### Wire density map

Scale: 3 px per um. 27 x 27 tiles, from dark blue (low) to red (high), scaled to the fullest tile. Values are wire area over tile area, all layers added.
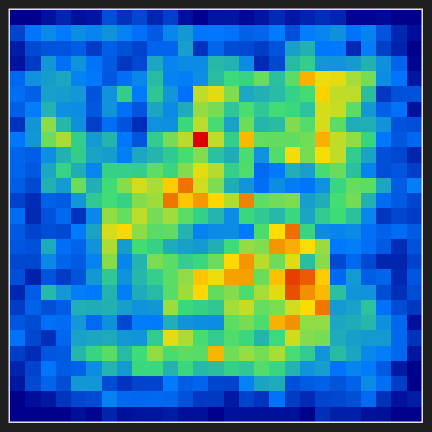
### M2 wires

Scale: 3 px per um. Cells faint in the background.
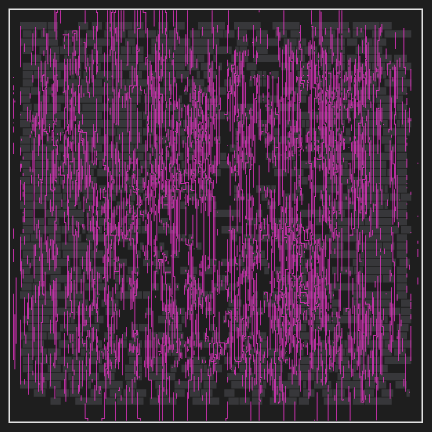
### Pin placement

Scale: 3 px per um. Pins as bars across the die edge, other pins in grey.
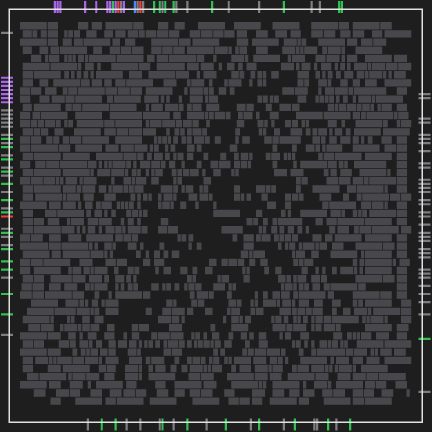
### Signal wires on met3

Scale: 3 px per um. Cells faint in the background.
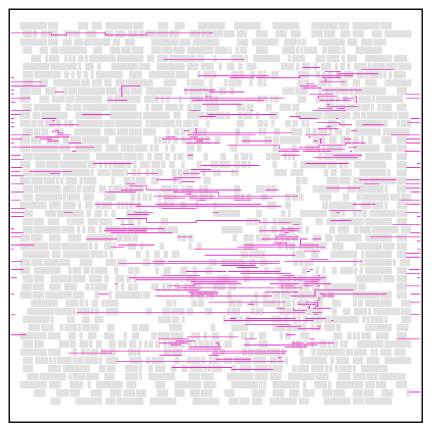
$ cat src/rtl/alu_exec_unit_if.sv
// Operand/op request channel and result response channel for alu_exec_unit.
// The master modport is the issuing initiator; the slave modport is the execution unit.
interface alu_exec_unit_if #(
  parameter int WIDTH = 32
);
  logic             req_valid;
  logic             req_ready;
  logic [WIDTH-1:0] req_a;
  logic [WIDTH-1:0] req_b;
  logic [2:0]       req_op;
  logic             rsp_valid;
  logic             rsp_ready;
  logic [WIDTH-1:0] rsp_z;
  logic             rsp_zero;
  logic             rsp_err;
  logic             rsp_ovf;

  modport master (
    output req_valid, req_a, req_b, req_op, rsp_ready,
    input  req_ready, rsp_valid, rsp_z, rsp_zero, rsp_err, rsp_ovf
  );

  modport slave (
    input  req_valid, req_a, req_b, req_op, rsp_ready,
    output req_ready, rsp_valid, rsp_z, rsp_zero, rsp_err, rsp_ovf
  );
endinterface

$ cat src/rtl/alu_exec_unit.sv
// alu_exec_unit: two-stage handshaked wrapper around the 32-bit ALU function set
// (AND, OR, ADD, SUB, SLT). S1 holds the captured request, S2 holds the computed
// response. Full backpressure, at most two requests in flight, completed
// responses counted in txn_count (wrapping).
// Optional macro ALU_OVF_EN: when defined, rsp_ovf reports signed overflow for
// ADD/SUB; when undefined, rsp_ovf is tied low and no overflow logic exists.
module alu_exec_unit #(
  parameter int WIDTH = 32,
  parameter int CNT_W = 16
) (
  input  logic             clk,
  input  logic             reset,
  alu_exec_unit_if.slave   bus,
  output logic [CNT_W-1:0] txn_count
);

  localparam logic [2:0] OP_AND = 3'd0;
  localparam logic [2:0] OP_OR  = 3'd1;
  localparam logic [2:0] OP_ADD = 3'd2;
  localparam logic [2:0] OP_SUB = 3'd6;
  localparam logic [2:0] OP_SLT = 3'd7;

  logic             s1_valid_reg;
  logic [WIDTH-1:0] s1_a_reg;
  logic [WIDTH-1:0] s1_b_reg;
  logic [2:0]       s1_op_reg;

  logic             s2_valid_reg;
  logic [WIDTH-1:0] s2_z_reg;
  logic             s2_zero_reg;
  logic             s2_err_reg;
  logic             s2_ovf_reg;
  logic [CNT_W-1:0] txn_count_reg;

  logic             accept;
  logic             advance;
  logic             complete;

  logic [WIDTH-1:0] sum;
  logic [WIDTH-1:0] diff;
  logic             sub_ovf;
  logic [WIDTH-1:0] z_next;
  logic             err_next;
  logic             ovf_next;

  // S1 may take a new request whenever it is empty or is about to drain into S2.
  assign bus.req_ready = !s1_valid_reg || !s2_valid_reg || bus.rsp_ready;
  assign accept        = bus.req_valid && bus.req_ready;
  assign advance       = s1_valid_reg && (!s2_valid_reg || bus.rsp_ready);
  assign complete      = s2_valid_reg && bus.rsp_ready;

  assign bus.rsp_valid = s2_valid_reg;
  assign bus.rsp_z     = s2_z_reg;
  assign bus.rsp_zero  = s2_zero_reg;
  assign bus.rsp_err   = s2_err_reg;
  assign bus.rsp_ovf   = s2_ovf_reg;
  assign txn_count     = txn_count_reg;

  // ALU datapath on the S1 operands; SLT uses the subtraction sign corrected
  // by signed overflow so that extreme operands compare correctly.
  always_comb begin
    sum      = s1_a_reg + s1_b_reg;
    diff     = s1_a_reg - s1_b_reg;
    sub_ovf  = (s1_a_reg[WIDTH-1] ^ s1_b_reg[WIDTH-1]) &
               (diff[WIDTH-1] ^ s1_a_reg[WIDTH-1]);
    z_next   = '0;
    err_next = 1'b0;
    case (s1_op_reg)
      OP_AND:  z_next = s1_a_reg & s1_b_reg;
      OP_OR:   z_next = s1_a_reg | s1_b_reg;
      OP_ADD:  z_next = sum;
      OP_SUB:  z_next = diff;
      OP_SLT:  z_next = {{(WIDTH-1){1'b0}}, diff[WIDTH-1] ^ sub_ovf};
      default: err_next = 1'b1;
    endcase
  end

`ifdef ALU_OVF_EN
  logic add_ovf;

  // Signed overflow flag: ADD overflows when like-signed operands give an
  // opposite-signed sum; SUB reuses the SLT correction term.
  always_comb begin
    add_ovf  = ~(s1_a_reg[WIDTH-1] ^ s1_b_reg[WIDTH-1]) &
               (sum[WIDTH-1] ^ s1_a_reg[WIDTH-1]);
    ovf_next = 1'b0;
    if (s1_op_reg == OP_ADD) ovf_next = add_ovf;
    else if (s1_op_reg == OP_SUB) ovf_next = sub_ovf;
  end
`else
  assign ovf_next = 1'b0;
`endif

  // Stage 1: capture an accepted request, release it once it moves to S2.
  always_ff @(posedge clk or posedge reset) begin
    if (reset) begin
      s1_valid_reg <= 1'b0;
      s1_a_reg     <= '0;
      s1_b_reg     <= '0;
      s1_op_reg    <= '0;
    end else begin
      if (accept) begin
        s1_valid_reg <= 1'b1;
        s1_a_reg     <= bus.req_a;
        s1_b_reg     <= bus.req_b;
        s1_op_reg    <= bus.req_op;
      end else if (advance) begin
        s1_valid_reg <= 1'b0;
      end
    end
  end

  // Stage 2: register the computed response; a completion and an advance on
  // the same edge reload S2 without a bubble, otherwise the response holds.
  always_ff @(posedge clk or posedge reset) begin
    if (reset) begin
      s2_valid_reg <= 1'b0;
      s2_z_reg     <= '0;
      s2_zero_reg  <= 1'b0;
      s2_err_reg   <= 1'b0;
      s2_ovf_reg   <= 1'b0;
    end else begin
      if (advance) begin
        s2_valid_reg <= 1'b1;
        s2_z_reg     <= z_next;
        s2_zero_reg  <= (z_next == '0);
        s2_err_reg   <= err_next;
        s2_ovf_reg   <= ovf_next;
      end else if (complete) begin
        s2_valid_reg <= 1'b0;
      end
    end
  end

  // Completed-response counter, wraps naturally at 2^CNT_W.
  always_ff @(posedge clk or posedge reset) begin
    if (reset) begin
      txn_count_reg <= '0;
    end else if (complete) begin
      txn_count_reg <= txn_count_reg + 1'b1;
    end
  end

endmodule

$ cat src/flat_wrapper.sv
// flat-port wrapper written by rule: the top's interface ports become plain ports
module alu_exec_unit_flat 
#(
  parameter int WIDTH = 32,
  parameter int CNT_W = 16
)
  (clk, reset, txn_count, bus_req_valid, bus_req_a, bus_req_b, bus_req_op, bus_rsp_ready, bus_req_ready, bus_rsp_valid, bus_rsp_z, bus_rsp_zero, bus_rsp_err, bus_rsp_ovf);
  alu_exec_unit_if #(.WIDTH(WIDTH)) bus_i ();
  input  logic clk;
  input  logic reset;
  output logic [CNT_W-1:0] txn_count;
  input wire logic [$bits(bus_i.req_valid)-1:0] bus_req_valid;
  input wire logic [$bits(bus_i.req_a)-1:0] bus_req_a;
  input wire logic [$bits(bus_i.req_b)-1:0] bus_req_b;
  input wire logic [$bits(bus_i.req_op)-1:0] bus_req_op;
  input wire logic [$bits(bus_i.rsp_ready)-1:0] bus_rsp_ready;
  output wire logic [$bits(bus_i.req_ready)-1:0] bus_req_ready;
  output wire logic [$bits(bus_i.rsp_valid)-1:0] bus_rsp_valid;
  output wire logic [$bits(bus_i.rsp_z)-1:0] bus_rsp_z;
  output wire logic [$bits(bus_i.rsp_zero)-1:0] bus_rsp_zero;
  output wire logic [$bits(bus_i.rsp_err)-1:0] bus_rsp_err;
  output wire logic [$bits(bus_i.rsp_ovf)-1:0] bus_rsp_ovf;
  assign bus_i.req_valid = bus_req_valid;
  assign bus_i.req_a = bus_req_a;
  assign bus_i.req_b = bus_req_b;
  assign bus_i.req_op = bus_req_op;
  assign bus_i.rsp_ready = bus_rsp_ready;
  assign bus_req_ready = bus_i.req_ready;
  assign bus_rsp_valid = bus_i.rsp_valid;
  assign bus_rsp_z = bus_i.rsp_z;
  assign bus_rsp_zero = bus_i.rsp_zero;
  assign bus_rsp_err = bus_i.rsp_err;
  assign bus_rsp_ovf = bus_i.rsp_ovf;
  alu_exec_unit #(.WIDTH(WIDTH), .CNT_W(CNT_W)) u_core (.clk(clk), .reset(reset), .bus(bus_i), .txn_count(txn_count));
endmodule
$ cat config.mk
export PLATFORM = sky130hd
export DESIGN_NAME = alu_exec_unit_flat
export DESIGN_NICKNAME = d
export VERILOG_FILES = /design/src/rtl/alu_exec_unit_if.sv /design/src/rtl/alu_exec_unit.sv /design/src/flat_wrapper.sv
export SDC_FILE = /design/constraint.sdc
export NUM_CORES = 1
export LEC_CHECK = 0
export CORE_MARGIN = 3
export CORE_UTILIZATION = 57
export CTS_CLUSTER_SIZE = 30
export DETAILED_ROUTE_END_ITERATION = 6
export PLACE_DENSITY = 0.82
export SLEW_MARGIN = 5
export SYNTH_ARGS = -nofsm -noshare
export SYNTH_HDL_FRONTEND = slang
export SYNTH_SLANG_ARGS = --single-unit
$ cat constraint.sdc
create_clock -name clk -period 6.6 [get_ports clk]
set_clock_uncertainty 0.1 [all_clocks]
set_input_delay 0.66 -clock clk [delete_from_list [all_inputs] [get_ports clk]]
set_output_delay 0.66 -clock clk [all_outputs]
set_load 0.03 [all_outputs]
==> summary.txt <==
run results: status=completed, Pre-antenna DRT Iters=5, ys flops=119, total power=4070 uW, mapped cell area=0.00981 sq mm, worst-path maximum fanout=11, die width=137 um, syn_area_per_cell=8.95 sq um, cell family with most CP delay=simple AND/OR/NAND/NOR gates, crit path DAT=6.31 ns, total wire length=~30000 um, nature of the critical path endpoint=flip-flop, GRT Total Usage=0.327, Switch Pwr=1770 uW, clock network power share=0.238, fillers=1345, Rel. slew slack=0.0645, Placement Setup Slack=0.684 ns, clk_lat worst skew=0.43 ns, fin crit share=0.917, final routed DRC violation total=0, layout cell share with drive strength beyond 1=0.141, vias after detailed routing=slightly below 9000, YS chip area=around 0.0098 sq mm
About 'Wire density map':
The mean over all tiles is 0.27. The densest ninth of the die: middle. The fullest tile reaches 0.79. 24% of the tiles are over half the peak.

About 'M2 wires':
The wires run mostly vertical. The layer holds 44% of the routed length. The layer carries 13500 um of wire.

About 'Pin placement':
Key: red = bus_req_op [pins 3, direction input, edge 2 top, 1 left]; purple = txn_count [pins 16, direction output, edge 9 top, 7 left]; green = bus_req_b [pins 32, direction input, edge 13 left, 9 bottom, 9 top, 1 right]; blue = reset [pins 1, direction input, edge top]

About 'Signal wires on met3':
The longest straight run is 65.3 um. 219 nets have wire on it. The wires run mostly horizontal. The layer carries 2970 um of wire.

## final cells by class
cell class              count  area (sq um)  share of cell area
well taps                 220           275              0.0234
flip-flops and latches    119          2980               0.254
clock buffers              18           439              0.0374
inverters                 111           419              0.0357
repair buffers            131          1290               0.110
diodes                      1          2.50            0.000213
clock inverters            14           173              0.0147
multi-input cells         812          6180               0.525
## synthesized netlist by cell type, types with 15 or more instances
cell | n | area [sq um]
ha_1 | 104 | 1300
clkbuf_1 | 34 | 128
nand3_1 | 22 | 110
mux2i_1 | 15 | 150
nor2_1 | 66 | 248
inv_1 | 107 | 402
mux2_2 | 85 | 957
dfrtp_1 | 119 | 2980
a21oi_1 | 80 | 400
o21ai_0 | 46 | 230
o211ai_1 | 16 | 120
nand2_1 | 82 | 308
xnor2_1 | 31 | 272
nor3_1 | 23 | 115
## layer usage
layer	vias to the layer above	global-route usage	share of wire	routed length (um)
li1	4091	-	-	-
met1	4286	0.475	0.44	13500
met2	505	0.489	0.44	13500
met3	70	0.0712	0.097	2970
met4	0	0.0992	0.022	679
met5	-	0	0	0
## worst reg2reg max path: stages, from the launching register on
cell	delay, ns
dfrtp_1	0.40
inv_1	0.09
ha_1	0.44
nor4_1	0.57
nand3_1	0.20
or4b_1	0.53
o311a_1	0.17
o22ai_1	0.24
o221a_2	0.24
a21oi_1	0.06
nor2_1	0.09
nor2_1	0.06
fa_1	0.37
and2_1	0.15
mux4_2	0.46
nor3_1	0.20
nand2_1	0.09
nor3_1	0.22
and3_1	0.17
nand4_1	0.09
or4_1	0.47
nor4_1	0.21
and4b_1	0.21
a41o_1	0.15
## power by group through the flow
stage / clock network [uW] / logic, uW / registers, uW
final: 966 / 2060 / 1040
after global routing: 1010 / 2200 / 1060
after CTS: 980 / 2010 / 1040
after detailed placement: 0 / 1990 / 1040
after global placement: 0 / 1960 / 1030
after floorplan: 0 / 1180 / 1200
## placed cells by master, fill, tap and decap left out, drive strengths merged, types with 17 or more instances in the layout
cell | netlist | layout
ha | 104 | 104
clkdlybuf4s50 | 0 | 122
o21ai | 52 | 52
inv | 111 | 114
dfrtp | 119 | 119
mux2 | 85 | 85
clkbuf | 34 | 18
nor3 | 24 | 24
o211ai | 17 | 17
xnor2 | 31 | 31
nand2 | 83 | 83
nand3 | 22 | 22
nor2 | 66 | 66
a21oi | 80 | 80
## kinds of logic (layout without fill, tap and decap cells)
kind of cell	after synthesis	count (layout)	synth area share
and+or+nand+nor	285	285	0.147
DFF	119	119	0.304
xor gates and xnor gates	34	34	0.0304
muxes	101	101	0.115
AOI/OAI and AO/OA	284	284	0.198
other	1	2	0.000382
buffers and inverters	165	274	0.0672
adders and majority gates	107	107	0.139
## final timing paths
path | to
min reg2reg | u_core.txn_count[15]
min in group asynchronous | u_core.txn_count[14]
max reg2reg | u_core.bus.rsp_zero
max in group asynchronous | u_core.bus.rsp_z[6]
min | u_core.txn_count[15]
max | u_core.bus.rsp_zero
Power is estimated from default activity; no workload was simulated.
